Fig. 1: where the registers sit
Other sequential cells in the stronger gray, the rest of the logic in the fainter gray.
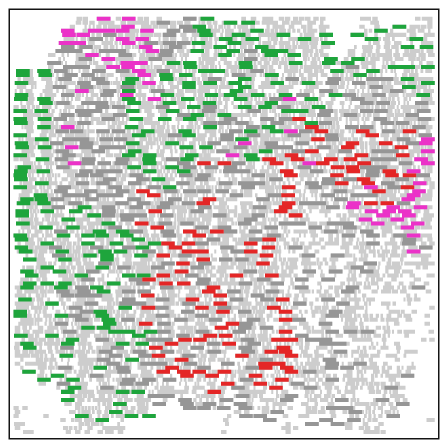
Fig. 2: wiring heat map
Bar = 100 um. 29 x 29 tiles, from dark purple (low) to yellow (high), scaled to the fullest tile. Values are wire area over tile area, all layers added.
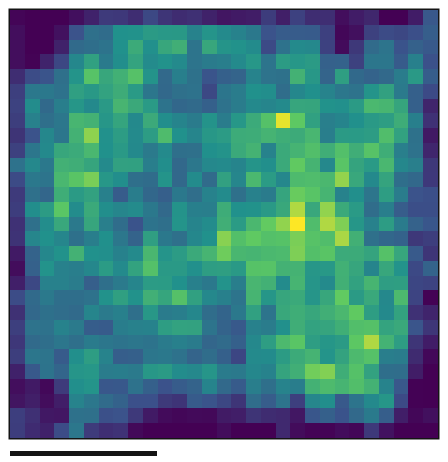
Fig. 3: M4 wires
Bar = 100 um. Supply wires on this layer in gray.
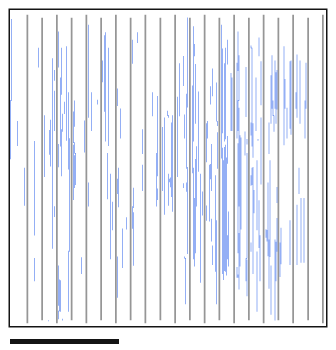
Fig. 4: placement view
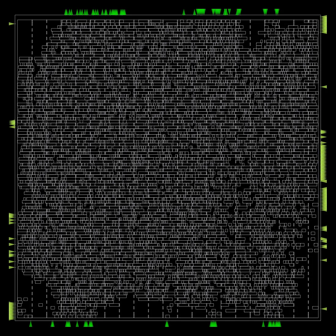
Fig. 5: clock distribution
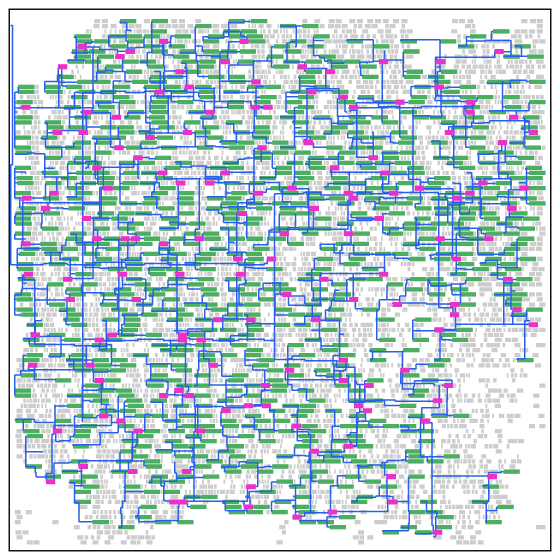
### src/rtl/net_perf_pkg.sv
// Shared types and register indices for the windowed network performance monitor.
package net_perf_pkg;

    typedef enum logic [1:0] {
        IDLE = 2'd0,
        RUN  = 2'd1,
        DONE = 2'd2
    } perf_state_t;

    localparam int REG_STATUS  = 0;
    localparam int REG_WIN     = 1;
    localparam int REG_CYC     = 2;
    localparam int REG_CH_BASE = 3;

    localparam int EVT_W = 32;

endpackage

### src/rtl/net_perf_chan_cnt.sv
// One monitored stream: saturating live event/byte counters with a snapshot
// register that captures live plus the current cycle's increment.
module net_perf_chan_cnt
    import net_perf_pkg::*;
#(
    parameter int LEN_W = 16,
    parameter int CNT_W = 64
) (
    input  logic             aclk,
    input  logic             aresetn,
    input  logic             clr,
    input  logic             cnt_en,
    input  logic             fire,
    input  logic             ok,
    input  logic [LEN_W-1:0] len,
    input  logic             snap,
    output logic [EVT_W-1:0] snap_evt,
    output logic [CNT_W-1:0] snap_byte
);

    logic [EVT_W-1:0] evt_live;
    logic [EVT_W-1:0] evt_nxt;
    logic [EVT_W:0]   evt_sum;
    logic [CNT_W-1:0] byte_live;
    logic [CNT_W-1:0] byte_nxt;
    logic [CNT_W:0]   byte_sum;
    logic [CNT_W:0]   byte_inc;

    // One spare carry bit per adder: carry out means clamp to all-ones.
    always_comb begin
        evt_sum  = {1'b0, evt_live} + {{EVT_W{1'b0}}, cnt_en & fire};
        evt_nxt  = evt_sum[EVT_W] ? '1 : evt_sum[EVT_W-1:0];
        byte_inc = (cnt_en && fire && ok) ? {{(CNT_W + 1 - LEN_W){1'b0}}, len} : '0;
        byte_sum = {1'b0, byte_live} + byte_inc;
        byte_nxt = byte_sum[CNT_W] ? '1 : byte_sum[CNT_W-1:0];
    end

    always_ff @(posedge aclk or negedge aresetn) begin
        if (!aresetn) begin
            evt_live  <= '0;
            byte_live <= '0;
            snap_evt  <= '0;
            snap_byte <= '0;
        end else if (clr) begin
            evt_live  <= '0;
            byte_live <= '0;
            snap_evt  <= '0;
            snap_byte <= '0;
        end else if (snap) begin
            snap_evt  <= evt_nxt;
            snap_byte <= byte_nxt;
            evt_live  <= '0;
            byte_live <= '0;
        end else begin
            evt_live  <= evt_nxt;
            byte_live <= byte_nxt;
        end
    end

endmodule

### src/rtl/net_perf_monitor.sv
// Windowed handshake/byte monitor over NUM_CH snooped streams with a
// registered read port; purely observational, drives nothing on the datapath.
//
//   state | meaning
//   IDLE  | waiting for a start trigger
//   RUN   | window open, counting; cyc tracks position in the window
//   DONE  | one-shot window finished, counters frozen until cfg_clear
module net_perf_monitor
    import net_perf_pkg::*;
#(
    parameter int          NUM_CH     = 4,
    parameter int          LEN_W      = 16,
    parameter int          CNT_W      = 64,
    parameter int unsigned DEF_WINDOW = 750000000
) (
    input  logic                      aclk,
    input  logic                      aresetn,
    input  logic                      trig_valid,
    input  logic                      trig_ready,
    input  logic [NUM_CH-1:0]         ev_valid,
    input  logic [NUM_CH-1:0]         ev_ready,
    input  logic [NUM_CH-1:0]         ev_ok,
    input  logic [NUM_CH*LEN_W-1:0]   ev_len,
    input  logic [31:0]               cfg_window,
    input  logic                      cfg_continuous,
    input  logic                      cfg_clear,
    input  logic                      rd_en,
    input  logic [7:0]                rd_addr,
    output logic                      rd_valid,
    output logic [63:0]               rd_data,
    output logic                      win_done,
    output logic                      busy
);

    perf_state_t      state;
    logic [31:0]      win_len;
    logic [31:0]      cyc;
    logic [15:0]      seq;
    logic [31:0]      new_len;
    logic [31:0]      cyc_eff;
    logic [31:0]      len_eff;
    logic             trigger;
    logic             start;
    logic             cnt_en;
    logic             terminal;
    logic [NUM_CH-1:0] fire;
    logic [EVT_W-1:0] snap_evt  [NUM_CH];
    logic [CNT_W-1:0] snap_byte [NUM_CH];
    logic [63:0]      rd_mux;

    assign trigger = trig_valid & trig_ready;
    assign fire    = ev_valid & ev_ready;
    assign busy    = (state == RUN);
    assign start   = (state == IDLE) && trigger && !cfg_clear;
    assign cnt_en  = start || (state == RUN);
    assign new_len = (cfg_window == 32'd0) ? 32'(DEF_WINDOW) : cfg_window;

    // The trigger cycle is cyc 0 of the new window, so a 1-cycle window
    // terminates on the trigger cycle itself.
    assign cyc_eff  = start ? 32'd0 : cyc;
    assign len_eff  = start ? new_len : win_len;
    assign terminal = cnt_en && (cyc_eff == len_eff - 32'd1);

    always_ff @(posedge aclk or negedge aresetn) begin
        if (!aresetn) begin
            state    <= IDLE;
            win_len  <= '0;
            cyc      <= '0;
            seq      <= '0;
            win_done <= 1'b0;
        end else if (cfg_clear) begin
            state    <= IDLE;
            win_len  <= '0;
            cyc      <= '0;
            seq      <= '0;
            win_done <= 1'b0;
        end else begin
            win_done <= terminal;
            if (start) begin
                win_len <= new_len;
            end
            if (cnt_en) begin
                if (terminal) begin
                    seq   <= seq + 16'd1;
                    cyc   <= '0;
                    state <= cfg_continuous ? RUN : DONE;
                end else begin
                    cyc   <= cyc_eff + 32'd1;
                    state <= RUN;
                end
            end
        end
    end

    for (genvar c = 0; c < NUM_CH; c++) begin : g_ch
        net_perf_chan_cnt #(
            .LEN_W (LEN_W),
            .CNT_W (CNT_W)
        ) u_cnt (
            .aclk      (aclk),
            .aresetn   (aresetn),
            .clr       (cfg_clear),
            .cnt_en    (cnt_en),
            .fire      (fire[c]),
            .ok        (ev_ok[c]),
            .len       (ev_len[c*LEN_W +: LEN_W]),
            .snap      (terminal),
            .snap_evt  (snap_evt[c]),
            .snap_byte (snap_byte[c])
        );
    end

    always_comb begin
        rd_mux = '0;
        if (rd_addr == 8'(REG_STATUS)) begin
            rd_mux = {32'b0, seq, 12'b0, state, cfg_continuous, busy};
        end else if (rd_addr == 8'(REG_WIN)) begin
            rd_mux = {32'b0, win_len};
        end else if (rd_addr == 8'(REG_CYC)) begin
            rd_mux = {32'b0, cyc};
        end
        for (int c = 0; c < NUM_CH; c++) begin
            if (rd_addr == 8'(REG_CH_BASE + 2*c)) begin
                rd_mux = {32'b0, snap_evt[c]};
            end
            if (rd_addr == 8'(REG_CH_BASE + 2*c + 1)) begin
                rd_mux = 64'(snap_byte[c]);
            end
        end
    end

    // Sampling pre-edge values means a read on a snapshot edge sees the old window.
    always_ff @(posedge aclk or negedge aresetn) begin
        if (!aresetn) begin
            rd_valid <= 1'b0;
            rd_data  <= '0;
        end else begin
            rd_valid <= rd_en;
            if (rd_en) begin
                rd_data <= rd_mux;
            end
        end
    end

endmodule

### config.mk
export PLATFORM = sky130hd
export DESIGN_NAME = net_perf_monitor
export DESIGN_NICKNAME = d
export VERILOG_FILES = /design/src/rtl/net_perf_pkg.sv /design/src/rtl/net_perf_chan_cnt.sv /design/src/rtl/net_perf_monitor.sv
export SDC_FILE = /design/constraint.sdc
export NUM_CORES = 2
export LEC_CHECK = 0
export CORE_MARGIN = 2
export CORE_UTILIZATION = 60
export CTS_BUF_LIST = sky130_fd_sc_hd__clkbuf_8
export DETAILED_ROUTE_END_ITERATION = 10
export PLACE_DENSITY = 0.79
export SLEW_MARGIN = 20
export SYNTH_ARGS = -nofsm -noshare
export SYNTH_HDL_FRONTEND = slang
export SYNTH_SLANG_ARGS = --single-unit
### constraint.sdc
create_clock -name aclk -period 12.6 [get_ports aclk]
set_clock_uncertainty 0.2 [all_clocks]
set_input_delay 2.52 -clock aclk [delete_from_list [all_inputs] [get_ports aclk]]
set_output_delay 2.52 -clock aclk [all_outputs]
set_load 0.005 [all_outputs]
==> metrics.cfg <==
[finish]
finish.instance_area_um2 = 54500
nonClockInverterCount = 58
largestClassByArea = multi-input combinational cells
comb.multi_input.count = 4259
layout.clock_buffers = 193
largestRegisters = g_ch.u_cnt.byte_live: 256 flops, g_ch.u_cnt.snap_byte: 256 flops
final-clk-cell-share = 0.0567
final.fill_count = 6517
syn2layout_area_growth_pct = 10.8

[critical_path]
cp_num_buf_inv = 3
crit_path_max_incr_delay_ps = 810
cp_num_cells = 14
critPathMostFrequentCell = sky130_fd_sc_hd__buf_4
critPathKind = in2reg
reg2regPathDepth = 14
worst_path_max_delay_cell = sky130_fd_sc_hd__buf_4
critical_path.reg2reg.endpoint = g_ch[0].u_cnt.snap_byte[42]
crit_path_arrival_time_ps = 9590
worst_setup_path_startpoint = cfg_clear
top_delay_family_on_crit_path = simple AND/OR/NAND/NOR gates

[yosys]
synth.cellmix.compoundShare = 0.167
enable_flop_cells = 0
ys_async_sr_fraction = 1.00
synth_warnings = 0
yosysChipArea_um2 = 49200
post_synth_num_cell_types = 91
numSynthFlops = 916
yosys.area.top_type_share = 0.466
ys_sh_adder = 0.0207
yosys-dominant-comb-family = simple AND/OR/NAND/NOR gates
synth_area_um2 = 49200
synth_top_cell_by_count = sky130_fd_sc_hd__nand2_1
synth.yosys.num_cells = 5615
yosys-mux-area-fraction = 0.0218
synth.yosys.seq_area_share = 0.466
yosys_most_used_dff = sky130_fd_sc_hd__dfrtp_1
top_cells_by_area = sky130_fd_sc_hd__dfrtp_1 47%, sky130_fd_sc_hd__nand2_1 8.0%, sky130_fd_sc_hd__a21oi_1 6.9%

[sta]
total_of_endpoints_with_negative_setup_slack_in_the_final_report = 0
max_slew_margin = 0.156
max_freq_ghz = 0.110
rsz_0062_raised_after_global_routing = false
timing.final.hold_violations = 0

[die]
chipWidth_um = 290
fp_util = 0.608
chipHeight_um = 290
top_level_ports = 190
tapCellCount = 1060

[status]
outcome = complete, no violations

[drt]
routedWlPerCell_um = 22.2
drt-vias-per-instance = 6.35
met2_wirelength_mm = 68.4
met3_wirelength_mm = 13.0
highest-signal-layer = met5
initialDrtViolationCount = 5022

[cts]
max-clock-path-buffers = 3
quantity_of_gates_resized_following_cts = 0
post-cts-setup-buffer-count = 0
cts_tree = done
worst_setup_hold_path_clk_slew_ps = 60
clock_sinks = 916

[pwr]
seqPwrFrac = 0.491
power_per_cell_area_nw_per_um2 = 112
power.clock.total_mw = 2.67
power.switching_fraction = 0.258

[grt]
grt_max_degree = 203
grtUsageMet1 = 0.482
grt_antenna_before_repair = 5
grt_util_met2 = 0.544

[place]
dp_cells = 6541
portBuffers = 189
dp_worst_setup_slack_ps = 2750

[min_path]
worst_hold_stages = 1
worstHoldStart = rd_data[25]

## Picture notes: Fig. 1
signal	color	sequential cells
`g_ch.u_cnt.snap_evt`	red	128
`g_ch.u_cnt.byte_live`	green	256
`rd_data`	magenta	64
sequential cell area in the final layout: 22,900 um2
sequential group power: 2.99 mW
flop share of the area: 0.421
Final Util: 0.674

## Picture notes: Fig. 2
nearly empty tiles	4.0%
mean over tiles	0.31
tiles over half the peak	36%
fullest tile	0.74
total via count after detailed routing: 43,200
overall track demand over capacity in global routing: 0.357

## Picture notes: Fig. 3
wire length on this layer	8,780 um
longest straight run	175 um
final routed wirelength across all metal layers: 151 mm

## Picture notes: Fig. 4
core area: 80,800 um2
Std-Cell Rows: 104
seq_cells: 916

## Picture notes: Fig. 5
[flip-flops] green | count: 916
[clock wires] blue | length: 12,200 um
[clock drivers] magenta | count: 151
routed clock nets	152
share of total power in the clock network: 0.439
Latency at later pin: 860 ps

Power figures rest on the tool's default switching activity, not on a simulated workload.
